--- config.mk ---
export PLATFORM = sky130hd
export DESIGN_NAME = toy_mem_responder
export DESIGN_NICKNAME = d
export VERILOG_FILES = /design/src/rtl/toy_mem_responder.sv
export SDC_FILE = /design/constraint.sdc
export NUM_CORES = 2
export LEC_CHECK = 0
export CORE_UTILIZATION = 45
export CTS_BUF_LIST = sky130_fd_sc_hd__clkbuf_4 sky130_fd_sc_hd__clkbuf_8
export DETAILED_ROUTE_END_ITERATION = 6
export PLACE_DENSITY = 0.6
export SKIP_CTS_REPAIR_TIMING = 1
export SYNTH_ARGS = -nofsm -noshare
export SYNTH_HDL_FRONTEND = slang
export SYNTH_SLANG_ARGS = --single-unit
--- constraint.sdc ---
create_clock -name CLK -period 4 [get_ports CLK]
set_input_delay 0.8 -clock CLK [delete_from_list [all_inputs] [get_ports CLK]]
set_output_delay 0.8 -clock CLK [all_outputs]
set_load 0.02 [all_outputs]
--- src/rtl/toy_mem_responder.sv ---
// toy_mem_responder: byte-wide data memory on the processor bus with
// programmable wait states and a 4-phase MEM_EN/READY handshake.
//
// Ports:
//   CLK, RESET (async, active-high)
//   MEM_EN, WRITE_EN, ADDR[7:0], D_IN[7:0] : request, sampled in IDLE
//   D_OUT[7:0] : registered read data, held across writes and idle
//   READY      : access complete, held until MEM_EN drops
//   ERR        : illegal access flag, valid while READY is high
//   BUSY       : high in the BUSY and DONE states
//
// Optional feature: define TOY_MEM_WRITE_PROTECT_EN to make addresses
// below PROT_LIMIT read-only (writes there are dropped and flag ERR).
module toy_mem_responder #(
    parameter int DEPTH       = 256,
    parameter int WAIT_STATES = 2,
    parameter int PROT_LIMIT  = 16
) (
    input  logic       CLK,
    input  logic       RESET,
    input  logic       MEM_EN,
    input  logic       WRITE_EN,
    input  logic [7:0] ADDR,
    input  logic [7:0] D_IN,
    output logic [7:0] D_OUT,
    output logic       READY,
    output logic       ERR,
    output logic       BUSY
);

    localparam int AW = (DEPTH > 1) ? $clog2(DEPTH) : 1;
    localparam logic [8:0] DEPTH9 = 9'(DEPTH);
    localparam logic [8:0] PROT9  = 9'(PROT_LIMIT);

    typedef enum logic [1:0] {
        ST_IDLE = 2'd0,
        ST_BUSY = 2'd1,
        ST_DONE = 2'd2
    } state_t;

    state_t     state, state_n;
    logic [3:0] cnt, cnt_n;
    logic [7:0] addr_q, addr_n;
    logic [7:0] data_q, data_n;
    logic       we_q, we_n;
    logic [7:0] dout_n;
    logic       ready_n, err_n, busy_n;
    logic       mem_we;
    logic       bad_addr;
    logic       prot_en;
    logic       prot_hit;
    logic [AW-1:0] idx;

    // Contents are deliberately not reset.
    logic [7:0] mem [0:DEPTH-1];

    assign idx      = addr_q[AW-1:0];
    assign bad_addr = ({1'b0, addr_q} >= DEPTH9);

`ifdef TOY_MEM_WRITE_PROTECT_EN
    assign prot_en = 1'b1;
`else
    assign prot_en = 1'b0;
`endif

    // Only writes into the protected window are refused; reads stay legal.
    assign prot_hit = prot_en && we_q && ({1'b0, addr_q} < PROT9);

    always_ff @(posedge CLK or posedge RESET) begin
        if (RESET) begin
            state  <= ST_IDLE;
            cnt    <= 4'd0;
            addr_q <= 8'h00;
            data_q <= 8'h00;
            we_q   <= 1'b0;
            D_OUT  <= 8'h00;
            READY  <= 1'b0;
            ERR    <= 1'b0;
            BUSY   <= 1'b0;
        end else begin
            state  <= state_n;
            cnt    <= cnt_n;
            addr_q <= addr_n;
            data_q <= data_n;
            we_q   <= we_n;
            D_OUT  <= dout_n;
            READY  <= ready_n;
            ERR    <= err_n;
            BUSY   <= busy_n;
        end
    end

    always_comb begin
        state_n = state;
        cnt_n   = cnt;
        addr_n  = addr_q;
        data_n  = data_q;
        we_n    = we_q;
        dout_n  = D_OUT;
        ready_n = READY;
        err_n   = ERR;
        busy_n  = BUSY;
        mem_we  = 1'b0;
        case (state)
            ST_IDLE: begin
                if (MEM_EN) begin
                    addr_n  = ADDR;
                    data_n  = D_IN;
                    we_n    = WRITE_EN;
                    cnt_n   = 4'(WAIT_STATES);
                    busy_n  = 1'b1;
                    state_n = ST_BUSY;
                end
            end
            ST_BUSY: begin
                // MEM_EN is ignored here: a started access always completes.
                if (cnt != 4'd0) begin
                    cnt_n = cnt - 4'd1;
                end else begin
                    ready_n = 1'b1;
                    err_n   = bad_addr || prot_hit;
                    state_n = ST_DONE;
                    if (we_q) begin
                        mem_we = !bad_addr && !prot_hit;
                    end else begin
                        dout_n = bad_addr ? 8'h00 : mem[idx];
                    end
                end
            end
            ST_DONE: begin
                if (!MEM_EN) begin
                    ready_n = 1'b0;
                    err_n   = 1'b0;
                    busy_n  = 1'b0;
                    state_n = ST_IDLE;
                end
            end
            default: begin
                state_n = ST_IDLE;
            end
        endcase
    end

    // mem_we is only raised from BUSY, which reset leaves immediately,
    // so an interrupted write never lands.
    always_ff @(posedge CLK) begin
        if (mem_we) begin
            mem[idx] <= data_q;
        end
    end

endmodule

Fig. 1: metal 4
Drawn at 1 px/µm. Supply wires on this layer in grey.
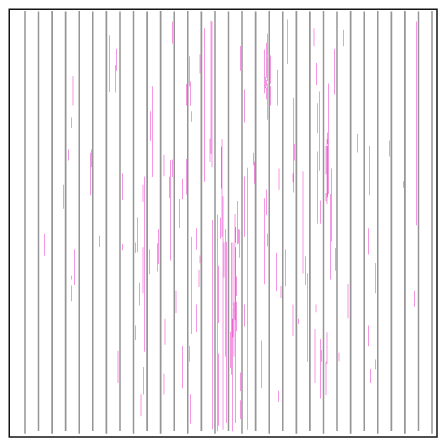
share of all routed wire: 3.3%
nets with wire on the layer: 104

Fig. 2: sequential cells coloured by netlist name
Drawn at 1 px/µm. Other sequential cells in the stronger grey, the rest of the logic in the fainter grey.
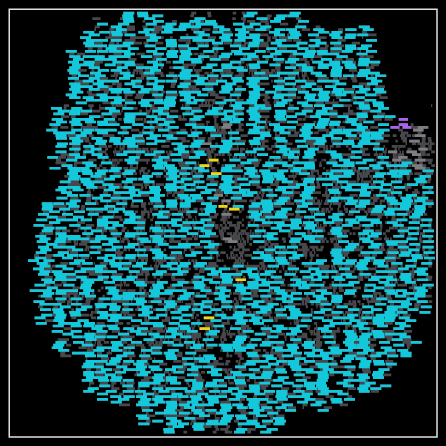
| netlist name | colour | placed flops | where |
|---|---|---|---|
| mem | cyan | 2,048 | all over the die |
| cnt | purple | 4 | top right |
| addr_q | yellow | 8 | middle |
not coloured: 21
final core utilization: 52.1%
Power Sequential: 0.0288 W
sequential fraction of total cell area: 67.0%
area taken by flip-flops and latches: 0.0624 mm²

Fig. 3: wiring by layer
Drawn at 1 px/µm. Only two layers are drawn.
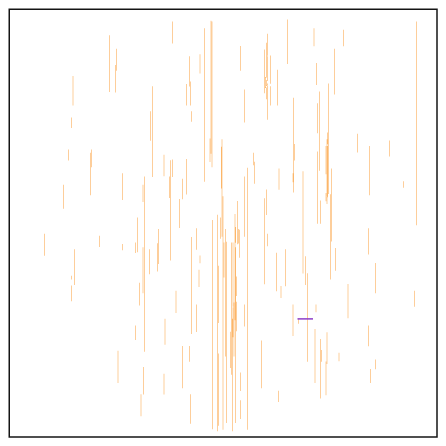
| layer | colour | wire length |
|---|---|---|
| met5 | purple | 13.8 µm |
| met4 | orange | 7,120 µm |

Fig. 4: routing congestion map
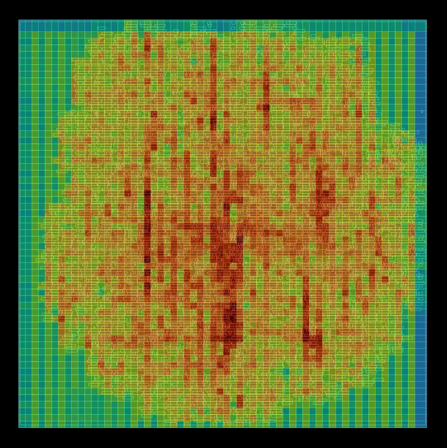
met3 Track Usage GR: 4.63%
global-route usage over all layers: 23.8%

Fig. 5: met1 routing
Drawn at 1.5 px/µm. Supply wires on this layer in grey.
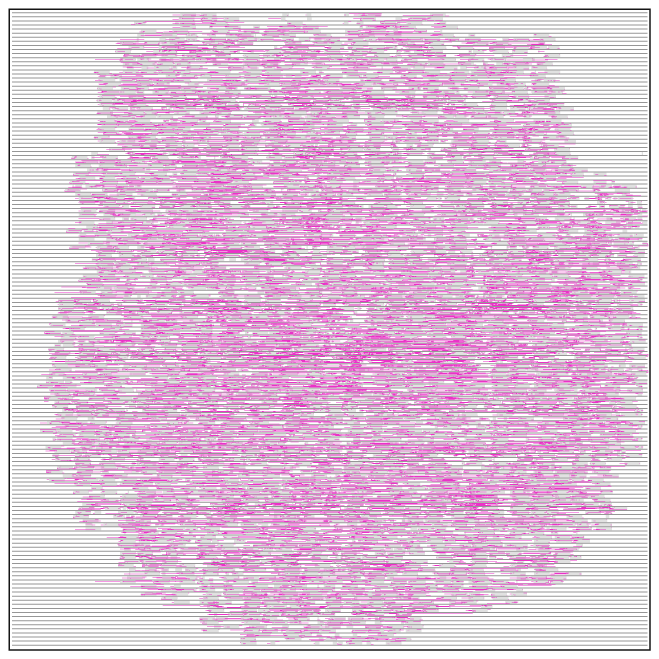
wire length on this layer: 87.8 mm
nets with wire on the layer: 4,302
main direction: horizontal
met1 layer usage reported by global route: 33.3%
total via count in the routed design: 41,400
total wire length: 213 mm

==> Table 3: Implementation characteristics <==
Characteristics after synthesis and place and route

Parameter                              Value

Setup path
  Worst setup path endpoint    D_OUT[2]
  Number of logic stages on the critical path including buffering    10
  Maximum fanout count along the critical path    just over 60
  Cell chain of the critical path    buf_12 > buf_4 > nor2b_1 > a211oi_1 > a211oi_1 > a21oi_1 > nand4_1 > nor4b_1 > buf_4 > o211ai_1
  Data arrival time at the worst-slack endpoint    ~4.7 ns
  Reg2Reg Setup Slack    a little under 0.2 ns
  Startpoint kind of the worst setup timing path    flop
  Number of buffer and inverter stages on the critical path    3
  Reg2reg end    D_OUT[2]
  Crit path capture type    flop

Clocking
  Number of sinks on the clock net    between 2,000 and 2,500
  Clock tree from TritonCTS    yes
  Clock latency of the later-clocked register in the worst-skew pair    around 1.0 ns
  Clock-pin slew of the registers on the worst-case setup and hold paths    roughly 0.060 ns
  CTS Root Buffer Type    clkbuf_8

Cells and area
  Fraction of area in multi-input gates    18.6%
  Final cell count without fillers    6,978
  Final cell area excluding filler cells    between 0.09 and 0.1 mm²
  Antenna diodes    1
  Ratio of cells with drive above 1 in the final layout    around a third
  Final-layout clock-cell area share    roughly 6.8%
  Clock buffer cells    roughly 470
  Area delta synth->final    15.0%
  Final #Nets    4,403
  Count of plain and timing-repair buffers in the layout    around 470
  Count of inverters other than clock inverters in the layout    9
  Combinational cell area excluding buffers and inverters    between 0.015 and 0.02 mm²

Timing
  Total Neg Setup Slack    0 ns
  Number of hold violations in the final report    0
  Time the worst path needs with I/O delays and setup    between 3 and 4 ns
  Slack of the critical path    between 0.15 and 0.2 ns
  Slew HR    a little under a quarter
  Setup repair after global routing missed its margin    false

Route
  Average routed wire per standard cell    30.6 µm
  Antenna-violating nets left    0
  Via-per-instance ratio    between 5 and 6
  Detailed route wirelength on metal2    102 mm
  Uppermost layer routed    met5
  Met3 Routed Length    ~17 mm
  Metal1 wirelength    roughly 88 mm
  First-pass iteration count of the detailed router    5

Logic synthesis
  Per-instance average area after synthesis    approximately 21 µm²
  Synth Instances    roughly 3,800
  Number of different library cells in the post-synthesis netlist    approximately 65
  Share of async-settable or async-resettable flops after synthesis    1.59%
  Registers, synthesis    around 2,100
  Share of the synthesized netlist area taken by xor and xnor gates    less than 1%
  Yosys top cell area share    76.0%
  Mapped Nets    about 3,800
  Synthesis area per yosys    ~0.08 mm²
  Compound Share, Synth    approximately 2.3%
  Proportion of synthesized chip area in sequential cells    around three quarters
  Leading post-synthesis cells by cell area    edfxtp_1 76%, mux4_2 14%, mux2i_1 1.7%
  Cell taking the most area after synthesis    edfxtp_1
  Combined area of all synthesized cells    approximately 0.081 mm²
  Number of cells in the yosys synthesis report    between 3,000 and 4,000
  Most common flop cell mapped by yosys    edfxtp_1

Placement
  Placement Cell Area    just under 0.09 mm²
  Placer congestion estimate    ~0.86
  Detailed-placement wirelength estimate    around 130 mm
  Number of placed instances, taps included    between 6,000 and 7,000

Floorplanning
  Core area    ~0.18 mm²
  Number of cell rows    roughly 160
  Die width    426 µm
  Die y size    about 430 µm
  Tap Cells    ~2,400

Global route
  Busiest grt layer    met2
  Global route total overflow    0
  Antenna violations before repair    6
  Wire length of the first global-routing pass    a little over 300 mm

Pwr
  P_clk    0.0177 W
  Biggest power consumer among the groups    registers
  Logic pwr share    approximately 30%
  Internal portion of total power    between 0.04 and 0.05 W
  Net switching component of the power    between 0.02 and 0.025 W
  Worst vdd rail ir drop    0.916 mV
  Clk pwr share    a little over a quarter

Outcome
  Status    completed

Flow run
  Tally of OpenROAD warnings    roughly 42
No activity file was given, so power comes from the tool's default toggle rates.
